$ cat src/rtl/game_round_ctrl.sv
// Round-based game controller: per-round seconds countdown, saturating score,
// round sequencing, pause and immediate-loss handling. All outputs are registered.
module game_round_ctrl #(
  parameter int unsigned ROUND_SECS = 59,
  parameter int unsigned MAX_ROUNDS = 3
) (
  input  logic       clk,
  input  logic       rst,
  input  logic       tick_1hz,
  input  logic       start,
  input  logic       pause,
  input  logic       hit,
  input  logic       lose,
  output logic [7:0] seconds,
  output logic [7:0] score,
  output logic [3:0] round,
  output logic [2:0] state,
  output logic       timeout,
  output logic       game_over
);

  typedef enum logic [2:0] {
    IDLE      = 3'd0,
    RUN       = 3'd1,
    PAUSE     = 3'd2,
    ROUND_END = 3'd3,
    GAME_OVER = 3'd4
  } state_t;

  localparam logic [7:0] SECS_INIT   = 8'(ROUND_SECS);
  localparam logic [3:0] ROUNDS_LAST = 4'(MAX_ROUNDS);

  state_t     state_q, state_d;
  logic [7:0] seconds_d, score_d;
  logic [3:0] round_d;
  logic       timeout_d;
  logic       restart;

  always_comb begin
    // NOTE: every always_comb target gets a default first so no path infers a latch.
    state_d   = state_q;
    seconds_d = seconds;
    score_d   = score;
    round_d   = round;
    timeout_d = 1'b0;
    restart   = 1'b0;

    unique case (state_q)
      IDLE: restart = start;

      RUN: begin
        if (lose)       state_d = GAME_OVER;
        else if (start) restart = 1'b1;
        else begin
          if (hit && score != 8'hFF) score_d = score + 8'd1;
          // Pause takes precedence over a coincident tick; the tick is dropped.
          if (pause) state_d = PAUSE;
          else if (tick_1hz) begin
            if (seconds != 8'd0) seconds_d = seconds - 8'd1;
            else begin
              state_d   = ROUND_END;
              timeout_d = 1'b1;
            end
          end
        end
      end

      PAUSE: begin
        if (lose)        state_d = GAME_OVER;
        else if (start)  restart = 1'b1;
        else if (!pause) state_d = RUN;
      end

      ROUND_END: begin
        if (lose)                      state_d = GAME_OVER;
        else if (start)                restart = 1'b1;
        else if (round >= ROUNDS_LAST) state_d = GAME_OVER;
        else begin
          round_d   = round + 4'd1;
          seconds_d = SECS_INIT;
          state_d   = RUN;
        end
      end

      GAME_OVER: restart = start;

      default: state_d = IDLE;
    endcase

    if (restart) begin
      state_d   = RUN;
      round_d   = 4'd1;
      seconds_d = SECS_INIT;
      score_d   = 8'd0;
    end
  end

  // NOTE: sequential state uses non-blocking assignments so all registers update together.
  always_ff @(posedge clk or posedge rst) begin
    if (rst) begin
      state_q   <= IDLE;
      seconds   <= SECS_INIT;
      score     <= 8'd0;
      round     <= 4'd0;
      timeout   <= 1'b0;
      game_over <= 1'b0;
    end else begin
      state_q   <= state_d;
      seconds   <= seconds_d;
      score     <= score_d;
      round     <= round_d;
      timeout   <= timeout_d;
      game_over <= (state_d == GAME_OVER);
    end
  end

  assign state = state_q;

endmodule

$ cat config.mk
export PLATFORM = sky130hd
export DESIGN_NAME = game_round_ctrl
export DESIGN_NICKNAME = d
export VERILOG_FILES = /design/src/rtl/game_round_ctrl.sv
export SDC_FILE = /design/constraint.sdc
export NUM_CORES = 1
export LEC_CHECK = 0
export CAP_MARGIN = 20
export CELL_PAD_IN_SITES_DETAIL_PLACEMENT = 0
export CELL_PAD_IN_SITES_GLOBAL_PLACEMENT = 2
export CORE_MARGIN = 1.5
export CORE_UTILIZATION = 32
export DETAILED_ROUTE_END_ITERATION = 7
export PLACE_DENSITY = 0.94
export SETUP_SLACK_MARGIN = 0.4
export SLEW_MARGIN = 20
export SYNTH_ARGS = -nofsm -noshare
export SYNTH_HDL_FRONTEND = slang
export SYNTH_SLANG_ARGS = --single-unit
$ cat constraint.sdc
create_clock -name clk -period 4 [get_ports clk]
set_clock_uncertainty 0.2 [all_clocks]
set_input_delay 0.8 -clock clk [delete_from_list [all_inputs] [get_ports clk]]
set_output_delay 0.8 -clock clk [all_outputs]
set_load 0.01 [all_outputs]
Figure 1. Metal 1 (run 1).
Scale bar: 20 microns. Cells faint in the background.
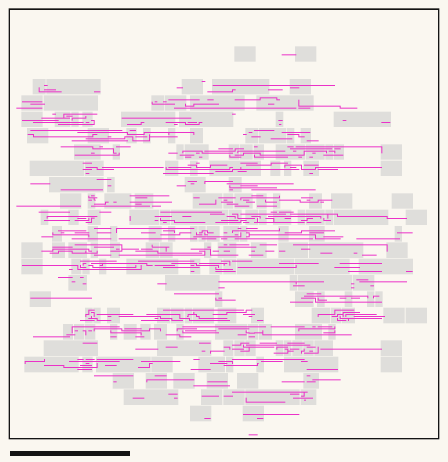
wire length on this layer: 1,700 microns
share of all routed wire: 47%
longest straight run: 20.2 microns

Figure 2. Met2 routing (run 1).
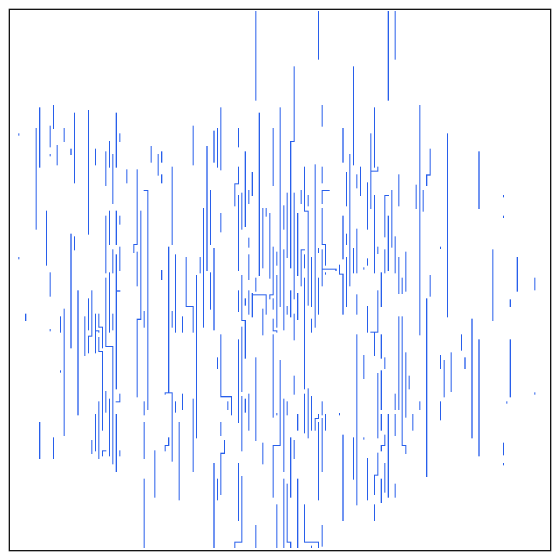
share of all routed wire: 47%
nets with wire on the layer: 180
main direction: vertical
wire length on this layer: 1,720 microns
longest straight run: 30.3 microns

==> reports/metrics.json, run 1 <==
{
  "post-synth-top-count-cell": "sky130_fd_sc_hd__dfrtp_1",
  "cts.reportedPaths.clkPinSlew_ns": 0.09,
  "grt_overflow_total": 0,
  "register_share_of_the_cell_area": 0.335,
  "worst-setup-path-type": "primary input to register",
  "critical_path.startpoint_type": "primary input",
  "place_hpwl_microns": 2730,
  "synthAdderAreaFrac": 0.0252,
  "antenna_cells_inserted": 0,
  "outcome": "complete, no violations",
  "dominant-cell-class": "multi-input combinational cells",
  "fin_setup_tns_ns": 0,
  "peakVddDrop_mv": 0.187,
  "filler_cell_count": 455,
  "grt_pass1_vias": 1248,
  "grt_antenna_before_repair": 0,
  "critical_path_required_ns": 4.00,
  "top_area_frac": 0.336,
  "synthToLayoutAreaGrowth_pct": 26.4,
  "hold-path-cell-count": 2,
  "critical_path_depth": 6,
  "seqPwrFrac": 0.495,
  "yosys_chip_area_sq_mm": 0.00149,
  "power_density_mw_per_mm2": 316,
  "violation_count_after_the_first_detailed_route_iteration": 48,
  "die_y_microns": 71.2,
  "syn_nets": 172,
  "critical_path.endpoint_type": "register",
  "netlist.top_cell.by_area": "sky130_fd_sc_hd__dfrtp_1",
  "cpLargestDelayFamily": "buffers and inverters",
  "placement.io_buffers": 31,
  "worst_reg2reg_startpoint": "seconds[0]$_DFFE_PP1P_",
  "post_cts_buffers": 0,
  "worstMarginPinSlew_ns": 0.964,
  "worstPathMaxFanout": 10,
  "syn-mean-instance-area_sq_um": 9.20,
  "grt.busiest_layer": "met2",
  "postRouteWirelength_microns": 3650,
  "clockNetworkAreaShare": 0.0246,
  "per_cell_via_count_in_the_routed_design": 5.43,
  "warning_count": 26,
  "nonClkBufAreaFrac": 0.165,
  "critical_path_buf_inv_count": 1,
  "clkPwrFrac": 0.254,
  "setup_slack_ns": 1.29,
  "layout_min_cycle_time_ns": 2.71,
  "comb-power_uw": 149,
  "global_route_wire_length_before_repair_microns": 6170,
  "drive_gt1_frac": 0.0990,
  "synthTopCellsByCount": "20 x sky130_fd_sc_hd__dfrtp_1, 19 x sky130_fd_sc_hd__nor2_1, 16 x sky130_fd_sc_hd__nand2_1",
  "cts_tree": "done",
  "use_met1": 0.208,
  "logic_area_sq_um": 801,
  "layout.non_clock_buffers": 31,
  "holdCritStartpoint": "seconds[5]$_DFFE_PP1P_",
  "maxPowerGroup": "sequential cells",
  "met2_length_microns": 1720,
  "cts_hold_buffers": 0,
  "top_layer_used": "met4",
  "worstPathArrival_ns": 2.71,
  "min_to": "seconds[5]$_DFFE_PP1P_",
  "synth_compound_gate_area_share": 0.169,
  "final_min_period_over_clock_period": 0.677,
  "gp_congestion": 0.832,
  "power_sequential_uw": 294,
  "place_worst_setup_slack_ns": 0.999,
  "area.sequential_sq_um": 632,
  "maximum_number_of_pins_on_one_net_before_global_route_repair": 26
}
Figure 3. M3 wires (run 1).
Scale bar: 20 microns.
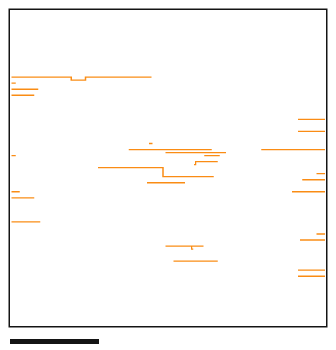
share of all routed wire: 5.8%
main direction: horizontal
nets with wire on the layer: 26
wire length on this layer: 211 microns

Figure 4. Clock wiring as the flow saved it (run 1).
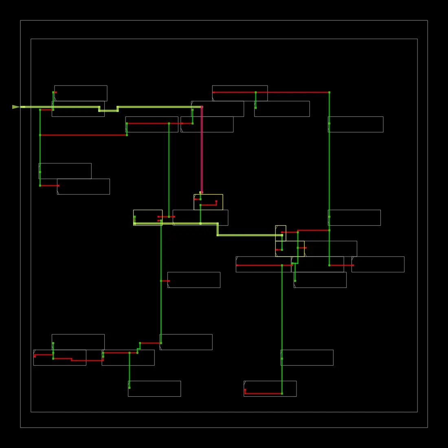
Clk. pwr: 151 uW
cts bufs inserted: 3
insertion delay at the late pin of the worst-skew pair: 0.27 ns
# clk buffers: 3

## run 1: metrics by stage
step | power [mW] | instance area (sq um) | std cells | utilization | hold WS, ns
6_report | 0.595 | 1880 | 244 | 0.427 | 0.337
5_1_grt | 0.634 | 1880 | 244 | 0.427 | 0.374
4_1_cts | 0.605 | 1880 | 244 | 0.427 | 0.336
3_5_place_dp | 0.450 | 1840 | 240 | 0.416 | 0.318
3_3_place_gp | 0.445 | 1840 | 240 | 0.416 | 0.305
2_1_floorplan | 0.388 | 1490 | 162 | - | 0.308
## run 1: sequential cells by signal (all words and copies together) (netlist names)
signal / count
game_over: 1
seconds: 8
score: 8
state: 3
timeout: 1
round: 4
==> run 2, diff against run 1 <==
Settings changed: CORE_UTILIZATION 32 to 27, PLACE_DENSITY 0.94 to 0.85.
Clock period 4 ns to 2.2 ns, I/O delays scaled along.
Figure 5. Clock wiring as the flow saved it (run 2).
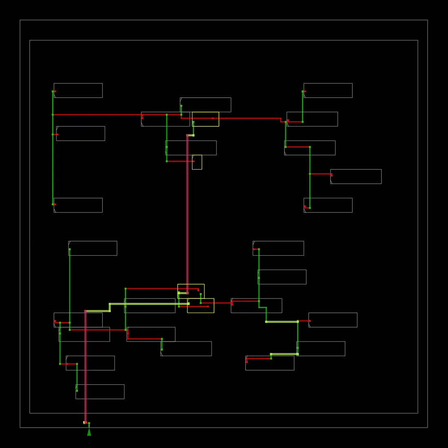
CTS Sinks: 25
Clk. pwr: 281 uW
sequential cell count: 25

Figure 6. Metal 1 (run 2).
Scale bar: 20 microns. Cells faint in the background.
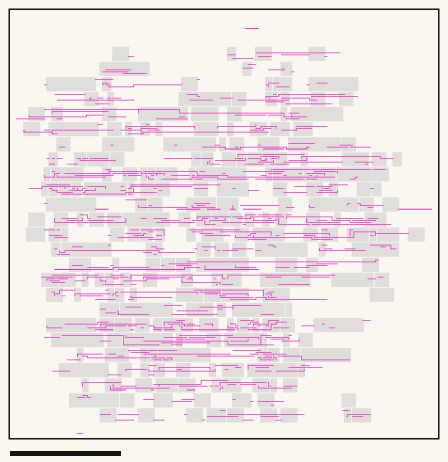
longest straight run: 34.0 microns
share of all routed wire: 46%
nets with wire on the layer: 237
main direction: horizontal

==> run 2 against run 1 <==
The run now ends with setup timing left; largest cell class unchanged; via count grew 17%; synthesized cell count did not move; critical path depth up 2; final cell count rose by 31%; global-route usage grew 0.62 points; hold slack got worse by 0.019 ns.
==> reports/metrics.json, run 2 <==
{
  "outcome": "finished, violations left",
  "failing_checks": "setup timing",
  "antenna_cells_inserted": 0,
  "power.combinational.fraction": 0.359,
  "maximum_number_of_pins_on_one_net_before_global_route_repair": 26,
  "cts_tree": "done",
  "worstPathMaxFanout": 4,
  "synthToLayoutAreaGrowth_pct": 67.9,
  "grt_antenna_before_repair": 0,
  "violation_count_after_the_first_detailed_route_iteration": 70,
  "critical_path.endpoint_type": "register",
  "synthTopCellsByCount": "20 x sky130_fd_sc_hd__dfrtp_1, 19 x sky130_fd_sc_hd__nor2_1, 16 x sky130_fd_sc_hd__nand2_1",
  "worstPathArrival_ns": 2.26,
  "grt.busiest_layer": "met2",
  "placement.io_buffers": 31,
  "clkPwrFrac": 0.225,
  "critical_path.startpoint_type": "register",
  "comb-power_uw": 450,
  "postLayoutCoreUtil": 0.481,
  "worst_reg2reg_startpoint": "seconds[0]$_DFFE_PP1P_",
  "power_sequential_uw": 522,
  "grt_overflow_total": 0,
  "worstMarginPinSlew_ns": 0.384,
  "netSwitchingPower_uw": 403,
  "cpLargestDelayFamily": "simple AND/OR/NAND/NOR gates",
  "post-layout-total-power_mw": 1.25,
  "switching_share": 0.322,
  "cts_hold_buffers": 0,
  "drive_gt1_frac": 0.426,
  "setup_slack_ns": -0.0495,
  "maxPowerGroup": "sequential cells",
  "gp_congestion": 0.800,
  "fin_setup_tns_ns": -0.0791,
  "die_y_microns": 77.3,
  "syn-mean-instance-area_sq_um": 9.20,
  "grt_pass1_vias": 1585,
  "clock.latency.late_pin_ns": 0.27,
  "seqPwrFrac": 0.416,
  "hold-worst-slack_ns": 0.318,
  "critical_path_buf_inv_count": 2,
  "critical_path_depth": 8,
  "warning_count": 29,
  "post_layout_inst_area_sq_mm": 0.00250,
  "place_hpwl_microns": 3120,
  "use_met1": 0.202,
  "final_min_period_over_clock_period": 1.02,
  "placed_cells_incl_taps": 287,
  "netlist.top_cell.by_area": "sky130_fd_sc_hd__dfrtp_1",
  "syn_nets": 172,
  "synthArstFlopShare": 1.00,
  "top_area_frac": 0.336,
  "share_of_cell_area_taken_by_muxes_after_synthesis": 0.0344,
  "per_cell_via_count_in_the_routed_design": 4.85,
  "global_route_wire_length_before_repair_microns": 7440,
  "setup_violations": 2,
  "peakVddDrop_mv": 0.234,
  "critical_path_required_ns": 2.21,
  "synthAdderAreaFrac": 0.0252,
  "maxClockFrequency_mhz": 445,
  "place_worst_setup_slack_ns": -0.240,
  "layout_min_cycle_time_ns": 2.25,
  "cts_buffers": 3,
  "power_density_mw_per_mm2": 501,
  "largestRegisters": "score (8), seconds (8), round (4)",
  "post-synth-top-count-cell": "sky130_fd_sc_hd__dfrtp_1",
  "yosys_chip_area_sq_mm": 0.00149,
  "placedInstanceArea_sq_mm": 0.00212
}
Figure 7. M3 wires (run 2).
Scale bar: 20 microns.
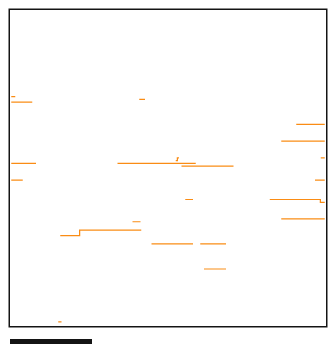
global routing usage on met3: 0.0179
vias after detailed routing: 1,546
routed wire length: 4420 microns

==> run 2: cell counts after synthesis <==
No cell type changed its count.
==> run 2: metal layers <==
layer / vias to the layer above / share of wire
met4: 0 / 0.014
met3: 6 / 0.031
met1: 758 / 0.46
met5: - / 0
met2: 26 / 0.49
li1: 756 / -
==> run 2: final cells by class <==
| class | instances | area (sq um) |
|---|---|---|
| Fill cell | 562 | 2700 |
| Multi-Input combinational cell | 124 | 968 |
| Timing Repair Buffer | 88 | 732 |
| Sequential cell | 25 | 638 |
| Tap cell | 70 | 87.6 |
| Clock buffer | 3 | 41.3 |
| Inverter | 8 | 30.0 |
| Clock inverter | 1 | 5.00 |
Power is estimated from default activity; no workload was simulated.
